`src/rtl/ysyx_2022040010_div_ctrl.sv`:
```
// ysyx_2022040010_div_ctrl: RV64M divide sequencer in front of the shared iterative divider.
// Define DIV_REUSE_EN to keep the last quotient/remainder pair and answer repeats without the divider.
module ysyx_2022040010_div_ctrl #(
  parameter int XLEN = 64
) (
  input  logic            clk,
  input  logic            rst,
  input  logic            req_valid_i,
  input  logic [1:0]      req_op_i,
  input  logic            req_w_i,
  input  logic [XLEN-1:0] req_op1_i,
  input  logic [XLEN-1:0] req_op2_i,
  input  logic            flush_i,
  output logic            stall_o,
  output logic            resp_valid_o,
  output logic [XLEN-1:0] resp_data_o,
  output logic            div_start_o,
  output logic            div_annul_o,
  output logic            div_signed_o,
  output logic            div_32_o,
  output logic [XLEN-1:0] div_op1_o,
  output logic [XLEN-1:0] div_op2_o,
  output logic [1:0]      div_sel_o,
  input  logic            div_ready_i,
  input  logic [XLEN-1:0] div_res_i
);
`ifdef DIV_REUSE_EN
  typedef enum logic [2:0] {IDLE, BUSY, CAP2, ABORT, RESP} state_t;
  logic [XLEN-1:0] c_op1_q, c_op1_d, c_op2_q, c_op2_d, c_quo_q, c_quo_d, c_rem_q, c_rem_d;
  logic c_sgn_q, c_sgn_d, c_w_q, c_w_d, c_v_q, c_v_d, hit;
`else
  typedef enum logic [2:0] {IDLE, BUSY, ABORT, RESP} state_t;
`endif
  state_t state_q, state_d;
  logic [XLEN-1:0] op1_q, op1_d, op2_q, op2_d, res_q, res_d, p1, p2, spec_res;
  logic [1:0] op_q, op_d;
  logic w_q, w_d, sgn, zero, ovf, acc;

  function automatic logic [XLEN-1:0] fmt(input logic w, input logic [XLEN-1:0] r);
    return w ? {{(XLEN-32){r[31]}}, r[31:0]} : r;
  endfunction

  assign div_32_o = 1'b0;

  // Operands are widened first so special-case detection and the divider see one 64-bit form
  always_comb begin
    sgn = ~req_op_i[0];
    p1 = req_w_i ? {{(XLEN-32){sgn & req_op1_i[31]}}, req_op1_i[31:0]} : req_op1_i;
    p2 = req_w_i ? {{(XLEN-32){sgn & req_op2_i[31]}}, req_op2_i[31:0]} : req_op2_i;
    zero = p2 == '0;
    ovf = sgn && &p2 && p1 == (req_w_i ? {{(XLEN-31){1'b1}}, 31'b0} : {1'b1, {(XLEN-1){1'b0}}});
    spec_res = fmt(req_w_i, zero ? (req_op_i[1] ? p1 : {XLEN{1'b1}}) : (req_op_i[1] ? '0 : p1));
    acc = req_valid_i && !flush_i;
`ifdef DIV_REUSE_EN
    hit = c_v_q && c_op1_q == p1 && c_op2_q == p2 && c_sgn_q == sgn && c_w_q == req_w_i;
`endif
  end

  always_comb begin
    state_d = state_q;
    op1_d = op1_q;
    op2_d = op2_q;
    op_d = op_q;
    w_d = w_q;
    res_d = res_q;
`ifdef DIV_REUSE_EN
    c_op1_d = c_op1_q;
    c_op2_d = c_op2_q;
    c_quo_d = c_quo_q;
    c_rem_d = c_rem_q;
    c_sgn_d = c_sgn_q;
    c_w_d = c_w_q;
    c_v_d = c_v_q;
`endif
    stall_o = 1'b0;
    resp_valid_o = 1'b0;
    resp_data_o = '0;
    div_start_o = 1'b0;
    div_annul_o = 1'b0;
    div_signed_o = 1'b0;
    div_op1_o = '0;
    div_op2_o = '0;
    div_sel_o = 2'b00;
    case (state_q)
      IDLE: begin
        stall_o = acc;
        if (acc) begin
          op1_d = p1;
          op2_d = p2;
          op_d = req_op_i;
          w_d = req_w_i;
          res_d = spec_res;
          state_d = (zero || ovf) ? RESP : BUSY;
`ifdef DIV_REUSE_EN
          if (!(zero || ovf) && hit) begin
            res_d = req_op_i[1] ? c_rem_q : c_quo_q;
            state_d = RESP;
          end
`endif
        end
      end
      BUSY: begin
        stall_o = 1'b1;
        div_start_o = 1'b1;
        div_signed_o = ~op_q[0];
        div_op1_o = op1_q;
        div_op2_o = op2_q;
`ifdef DIV_REUSE_EN
        div_sel_o = 2'b10;
`else
        div_sel_o = op_q[1] ? 2'b01 : 2'b10;
`endif
        if (flush_i) state_d = ABORT;
        else if (div_ready_i) begin
          res_d = fmt(w_q, div_res_i);
`ifdef DIV_REUSE_EN
          state_d = CAP2;
`else
          state_d = RESP;
`endif
        end
      end
`ifdef DIV_REUSE_EN
      // Quotient already sits in res_q; the divider now presents the remainder
      CAP2: begin
        stall_o = 1'b1;
        div_start_o = 1'b1;
        div_signed_o = ~op_q[0];
        div_op1_o = op1_q;
        div_op2_o = op2_q;
        div_sel_o = 2'b01;
        if (flush_i) state_d = ABORT;
        else begin
          c_op1_d = op1_q;
          c_op2_d = op2_q;
          c_sgn_d = ~op_q[0];
          c_w_d = w_q;
          c_quo_d = res_q;
          c_rem_d = fmt(w_q, div_res_i);
          c_v_d = 1'b1;
          res_d = op_q[1] ? fmt(w_q, div_res_i) : res_q;
          state_d = RESP;
        end
      end
`endif
      ABORT: begin
        stall_o = 1'b1;
        div_annul_o = 1'b1;
        state_d = IDLE;
      end
      RESP: begin
        resp_valid_o = !flush_i;
        resp_data_o = flush_i ? '0 : res_q;
        state_d = IDLE;
      end
      default: state_d = IDLE;
    endcase
  end

  always_ff @(posedge clk) begin
    if (rst) begin
      state_q <= IDLE;
      op1_q <= '0;
      op2_q <= '0;
      op_q <= '0;
      w_q <= 1'b0;
      res_q <= '0;
`ifdef DIV_REUSE_EN
      c_op1_q <= '0;
      c_op2_q <= '0;
      c_quo_q <= '0;
      c_rem_q <= '0;
      c_sgn_q <= 1'b0;
      c_w_q <= 1'b0;
      c_v_q <= 1'b0;
`endif
    end else begin
      state_q <= state_d;
      op1_q <= op1_d;
      op2_q <= op2_d;
      op_q <= op_d;
      w_q <= w_d;
      res_q <= res_d;
`ifdef DIV_REUSE_EN
      c_op1_q <= c_op1_d;
      c_op2_q <= c_op2_d;
      c_quo_q <= c_quo_d;
      c_rem_q <= c_rem_d;
      c_sgn_q <= c_sgn_d;
      c_w_q <= c_w_d;
      c_v_q <= c_v_d;
`endif
    end
  end
endmodule

```
`config.mk`:
```
export PLATFORM = sky130hd
export DESIGN_NAME = ysyx_2022040010_div_ctrl
export DESIGN_NICKNAME = d
export VERILOG_FILES = /design/src/rtl/ysyx_2022040010_div_ctrl.sv
export SDC_FILE = /design/constraint.sdc
export NUM_CORES = 1
export LEC_CHECK = 0
export CAP_MARGIN = 20
export CORE_ASPECT_RATIO = 0.6
export CORE_UTILIZATION = 40
export CTS_CLUSTER_DIAMETER = 100
export DETAILED_ROUTE_END_ITERATION = 10
export DONT_BUFFER_PORTS = 1
export GPL_TIMING_DRIVEN = 0
export PLACE_DENSITY_LB_ADDON = 0.08
export SYNTH_ARGS = -nofsm -noshare
export SYNTH_HDL_FRONTEND = slang
export SYNTH_SLANG_ARGS = --single-unit
```
`constraint.sdc`:
```
create_clock -name clk -period 2.4 [get_ports clk]
set_input_delay 0.48 -clock clk [delete_from_list [all_inputs] [get_ports clk]]
set_output_delay 0.48 -clock clk [all_outputs]
set_load 0.05 [all_outputs]
```
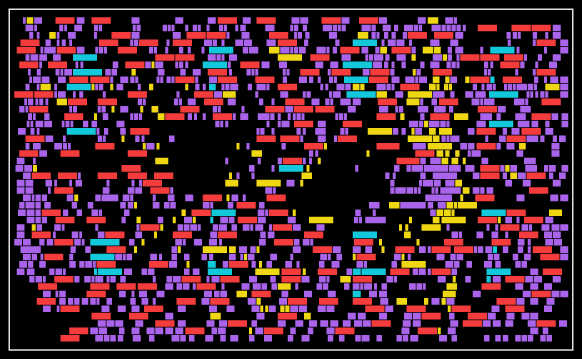
**Above:** run 1 (cell classes on the final placement).
flops: in red, cells 197. other buffers and delay cells: in yellow, cells 141. clock drivers and dummy loads: in cyan, cells 32. combinational and other logic: in purple, cells 948.
post-layout util: 51.0%
flop share of the area: 31.7%

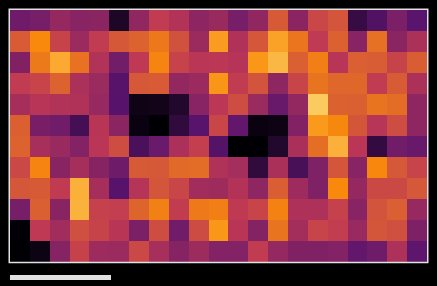
**Above:** run 1 (local utilization).
Bar = 50 um. 21 x 12 tiles, from black (low) to pale yellow (high), 0 to 100% covered.
4.8% of the tiles are over 75% full. 2.0% of the tiles are nearly empty. The emptiest ninth of the die: centre. The mean over all tiles is 47%. The fullest tile reaches 89%.
core utilization at floorplan: 41.2%
area of the placeable core: 24400 um^2

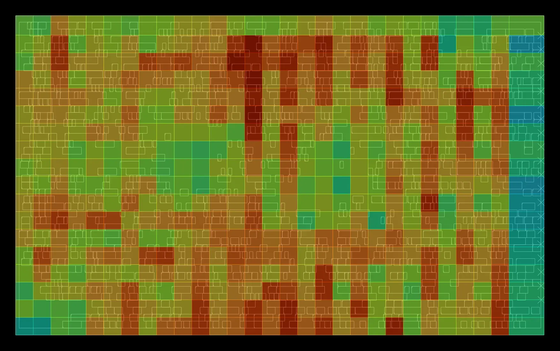
**Above:** run 1 (congestion heat map).
GR Util met3: 9.38%
busiest layer in global routing: met1
met1 global-route usage: 46.2%

==> results.json, run 1 <==
{
  "status": "finished, violations left",
  "failed_checks": "DRC, setup timing",
  "timing.critical_path.max_delay_family": "buffers and inverters",
  "register_area_um2": 3950,
  "leakage_nw": 4.63,
  "ys_chip_area_um2": 10100,
  "timing.max_slew.rel_slack_pct": 46.3,
  "critPathBufInv": 4,
  "worst_r2r_endpoint": "res_q[22]$_SDFFE_PP0P_",
  "area_dominant_class": "combinational gates",
  "final_cell_mix": "dfxtp_1 (195), and2_4 (188), nand2_1 (141)",
  "n_all_inverters": 37,
  "criticalPathCategory": "flip-flop to output pin",
  "area_delta_synth_final_pct": 23.7,
  "timing.critical_path.arrival_ps": 2030,
  "cts_buffers": 17,
  "finalWorstSetupSlack_ps": -113,
  "pg_seq_w": 0.00422,
  "nMultiInputCombCells": 911,
  "dr_wl_met3_mm": 3.87,
  "yosys.area.top_type_share_pct": 39.1,
  "place_congestion": 0.850,
  "cp_num_cells": 6,
  "rrSetupSlack_ps": -30,
  "sw_frac_of_total_pct": 38.5,
  "clock_sinks": 197,
  "ctsHoldBuffers": 0,
  "post_cts_sizing": 426,
  "p_per_area_nw_per_um2": 1020,
  "tightest_slew_ps": 805,
  "buffers_excl_clock": 141,
  "yosys-top-cells-count": "dfxtp_1 (197), and2_1 (195), nand2_1 (142), clkbuf_1 (101), nand2b_1 (98)",
  "cts.repair_timing.setup_buffer_count": 12,
  "synthTopCellsByArea": "dfxtp_1 (39%), and2_1 (12%), nand2b_1 (6.1%)",
  "critical-path-top-cell-by-count": "clkbuf_16",
  "n_antenna_cell": 0,
  "mostFrequentLayoutCell": "dfxtp_1",
  "final-setup-viol-count": 127,
  "hp-start": "req_op2_i[0]",
  "route.detailed.wl_per_inst_um": 24.6,
  "fin_tns_setup_ps": -6200,
  "drc": 20
}
[run 1: cells by family (layout without fill, tap and decap cells)]
logic type                 after synthesis  count (layout)  synth area share [%]
adders and majority gates               17              17                  1.88
other                                    1               1                0.0372
and+or+nand+nor                        599             599                  32.2
AOI/OAI and AO/OA                      294             294                  20.8
buffers and inverters                  148             210                  5.90
DFF                                    197             197                  39.1
[run 1: flip-flops by register name, indices dropped and copies added (netlist names)]
register,count
state_q,2
op2_q,64
op1_q,64
res_q,64
w_q,1
op_q,2
[run 1: metrics by stage]
stage	instances	cell area [um^2]	hold WS, ps	utilization [%]
6_report	1640	12500	147	51.0
5_1_grt	1640	12500	132	51.0
4_1_cts	1624	12200	126	50.0
3_5_place_dp	1578	10600	445	43.3
3_3_place_gp	1578	10600	438	43.3
2_1_floorplan	1256	10200	432	-
==> run 2, diff against run 1 <==
Settings changed: ABC_CLOCK_PERIOD_IN_PS from default to 2400, CORE_MARGIN from default to 4, CTS_BUF_LIST from default to sky130_fd_sc_hd__clkbuf_2 sky130_fd_sc_hd__clkbuf_4 sky130_fd_sc_hd__clkbuf_8.
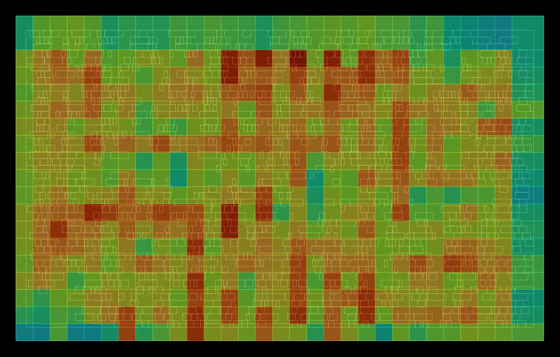
**Above:** run 2 (congestion heat map).
post-layout util: 49.7%
GR Util met3: 7.75%

==> run 2 against run 1 <==
Effect of this change:
- the flow finishes with violations (setup timing)
- non-clock buffer count decreased by 6
- synthesized cell count unchanged
- final area is 2.4% lower
- first-iteration DRC count decreased by 6.2%
- setup slack worse by 30 ps
- maximum frequency down 1.2%
- register-to-register slack improved by 90 ps
- core utilization decreased by 1.3 points
- hold slack got worse by 43 ps
==> results.json, run 2 <==
{
  "synth-xor-area-share_pct": 0,
  "drc": 0,
  "final_cell_mix": "dfxtp_1 (195), and2_4 (193), nand2_1 (141)",
  "synth-simple-area-share_pct": 32.2,
  "placeableCoreArea_um2": 24500,
  "sw_frac_of_total_pct": 40.5,
  "dp.cells": 1578,
  "final-setup-viol-count": 191,
  "critical-path-top-cell-by-count": "clkbuf_16",
  "register_area_um2": 3950,
  "finalWorstSetupSlack_ps": -143,
  "timing.critical_path.max_delay_family": "buffers and inverters",
  "cts_buffers": 17,
  "yosys-top-cells-count": "dfxtp_1 (197), and2_1 (195), nand2_1 (142), clkbuf_1 (101), nand2b_1 (98)",
  "leakage_nw": 4.48,
  "criticalPathCategory": "flip-flop to output pin",
  "fin_cells": 1634,
  "status": "finished, violations left",
  "critPathBufInv": 4,
  "failed_checks": "setup timing",
  "yosys.area.top_type_share_pct": 39.1
}
## run 2: cell counts after synthesis
Identical to the previous run, type by type.
## run 2: stage by stage
step	util, %	area, um^2
final	49.7	12200
after global routing	49.6	12200
after CTS	48.3	11800
after detailed placement	43.2	10600
after global placement	43.2	10600
after floorplan	-	10200
## run 2: layout make-up
cell class              count  share of cell area [%]
multi-input cells         911                    50.6
plain buffers             108                    6.31
clock inverters             9                    1.04
diodes                      1                  0.0206
flip-flops and latches    197                    32.5
well taps                 322                    3.31
inverters                  37                    1.19
clock buffers              22                    2.39
repair buffers             27                    2.65
## run 2: timing repair
action                                  4_1_cts  5_1_grt
resized                                     421       65
cloned                                        2        4
hold buffers                                  0        0
endpoints found under the setup margin      349      275
buffers inserted                              5       16
pin swaps                                   127       30
==> run 3, diff against run 2 <==
Settings changed: CORE_AREA from default to 2 2 154 156, CORE_ASPECT_RATIO 0.6 to default, CORE_MARGIN 4 to default, CORE_UTILIZATION 40 to default, DIE_AREA from default to 0 0 156 158, GPL_ROUTABILITY_DRIVEN from default to 0.
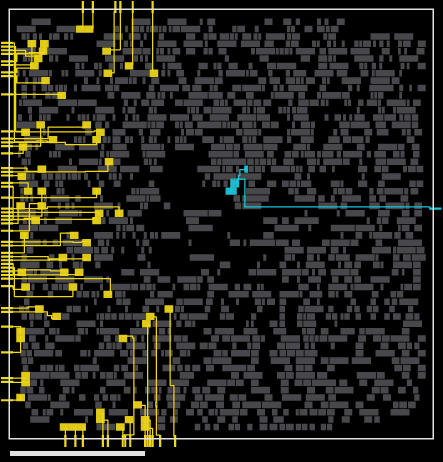
**Above:** run 3 (I/O nets highlighted).
Bar = 50 um.
req_valid_i: in cyan, bits 1, direction input, edge right, end cells 4, buffers 0, wire 98.7 um. div_op2_o: in yellow, bits 64, direction output, edge 44 left, 14 bottom, 6 top, end cells 64, buffers 0, wire 1270 um.
IO Port Bufs: 0
count of pins on the block boundary: 400

==> run 3 against run 2 <==
Effect of this change:
- the flow still finishes with violations (setup timing)
- critical path depth unchanged
- critical path type unchanged
- core utilization grew 3.3 points
- flip-flop count stayed put
- synthesized cell count stayed put
- largest cell class unchanged
==> results.json, run 3 <==
{
  "status": "finished, violations left",
  "failed_checks": "setup timing",
  "synth-simple-area-share_pct": 32.2,
  "synthAoiAreaFrac_pct": 20.8,
  "buffers_excl_clock": 141,
  "cts_buffers": 17,
  "fin_tns_setup_ps": -7220,
  "area_dominant_class": "combinational gates",
  "fin_cells": 1607,
  "placedInstanceArea_um2": 10500,
  "grt_busiest_layer": "met2",
  "synthTopCellsByArea": "dfxtp_1 (39%), and2_1 (12%), nand2b_1 (6.1%)",
  "post_cts_sizing": 427,
  "clkCellAreaFrac_pct": 3.04,
  "yosys.area.top_type_share_pct": 39.1,
  "placeableCoreArea_um2": 23100,
  "finalWorstSetupSlack_ps": -121,
  "n_tap_cell": 290,
  "muxShareOfSynthArea_pct": 0,
  "critical-path-top-cell-by-count": "clkbuf_16",
  "whs_ps": 107,
  "register_area_um2": 3950,
  "grtUsageMet3_pct": 7.91,
  "n_antenna_cell": 0,
  "p_per_area_nw_per_um2": 954,
  "global_route.usage.met1_pct": 38.8,
  "final-setup-viol-count": 110,
  "n_all_inverters": 37,
  "tightest_slew_ps": 825,
  "synth.comb.largest_family": "simple AND/OR/NAND/NOR gates",
  "dr_wl_met3_mm": 3.26,
  "reg_top3": "op1_q (64), op2_q (64), res_q (64)",
  "criticalPathCategory": "flip-flop to output pin",
  "fin_area_um2": 12200,
  "final_cell_mix": "dfxtp_1 (195), and2_4 (191), nand2_1 (141)",
  "ys_chip_area_um2": 10100,
  "sw_frac_of_total_pct": 42.0,
  "drc": 0
}
[run 3: cell counts after synthesis]
Identical to the previous run, type by type.
[run 3: how the worst max path moves through the flow]
stage                            start  cells past startpoint             to
5_1_grt        state_q[1]$_SDFFE_PP0P_                      6  div_op1_o[32]
6_report       state_q[1]$_SDFFE_PP0P_                      6  div_op1_o[30]
4_1_cts        state_q[1]$_SDFFE_PP0P_                      6  div_op1_o[30]
2_1_floorplan  state_q[0]$_SDFFE_PP0P_                      8        stall_o
3_5_place_dp   state_q[1]$_SDFFE_PP0P_                      6  div_op1_o[30]
3_3_place_gp   state_q[0]$_SDFFE_PP0P_                      5  div_op1_o[30]
[run 3: worst max-delay path, delay by kind of cell, from the launching register on]
family                     cells  cell delay [ps]
and+or+nand+nor                1              250
DFF                            1              380
adders and majority gates      1              310
buffers and inverters          4              620
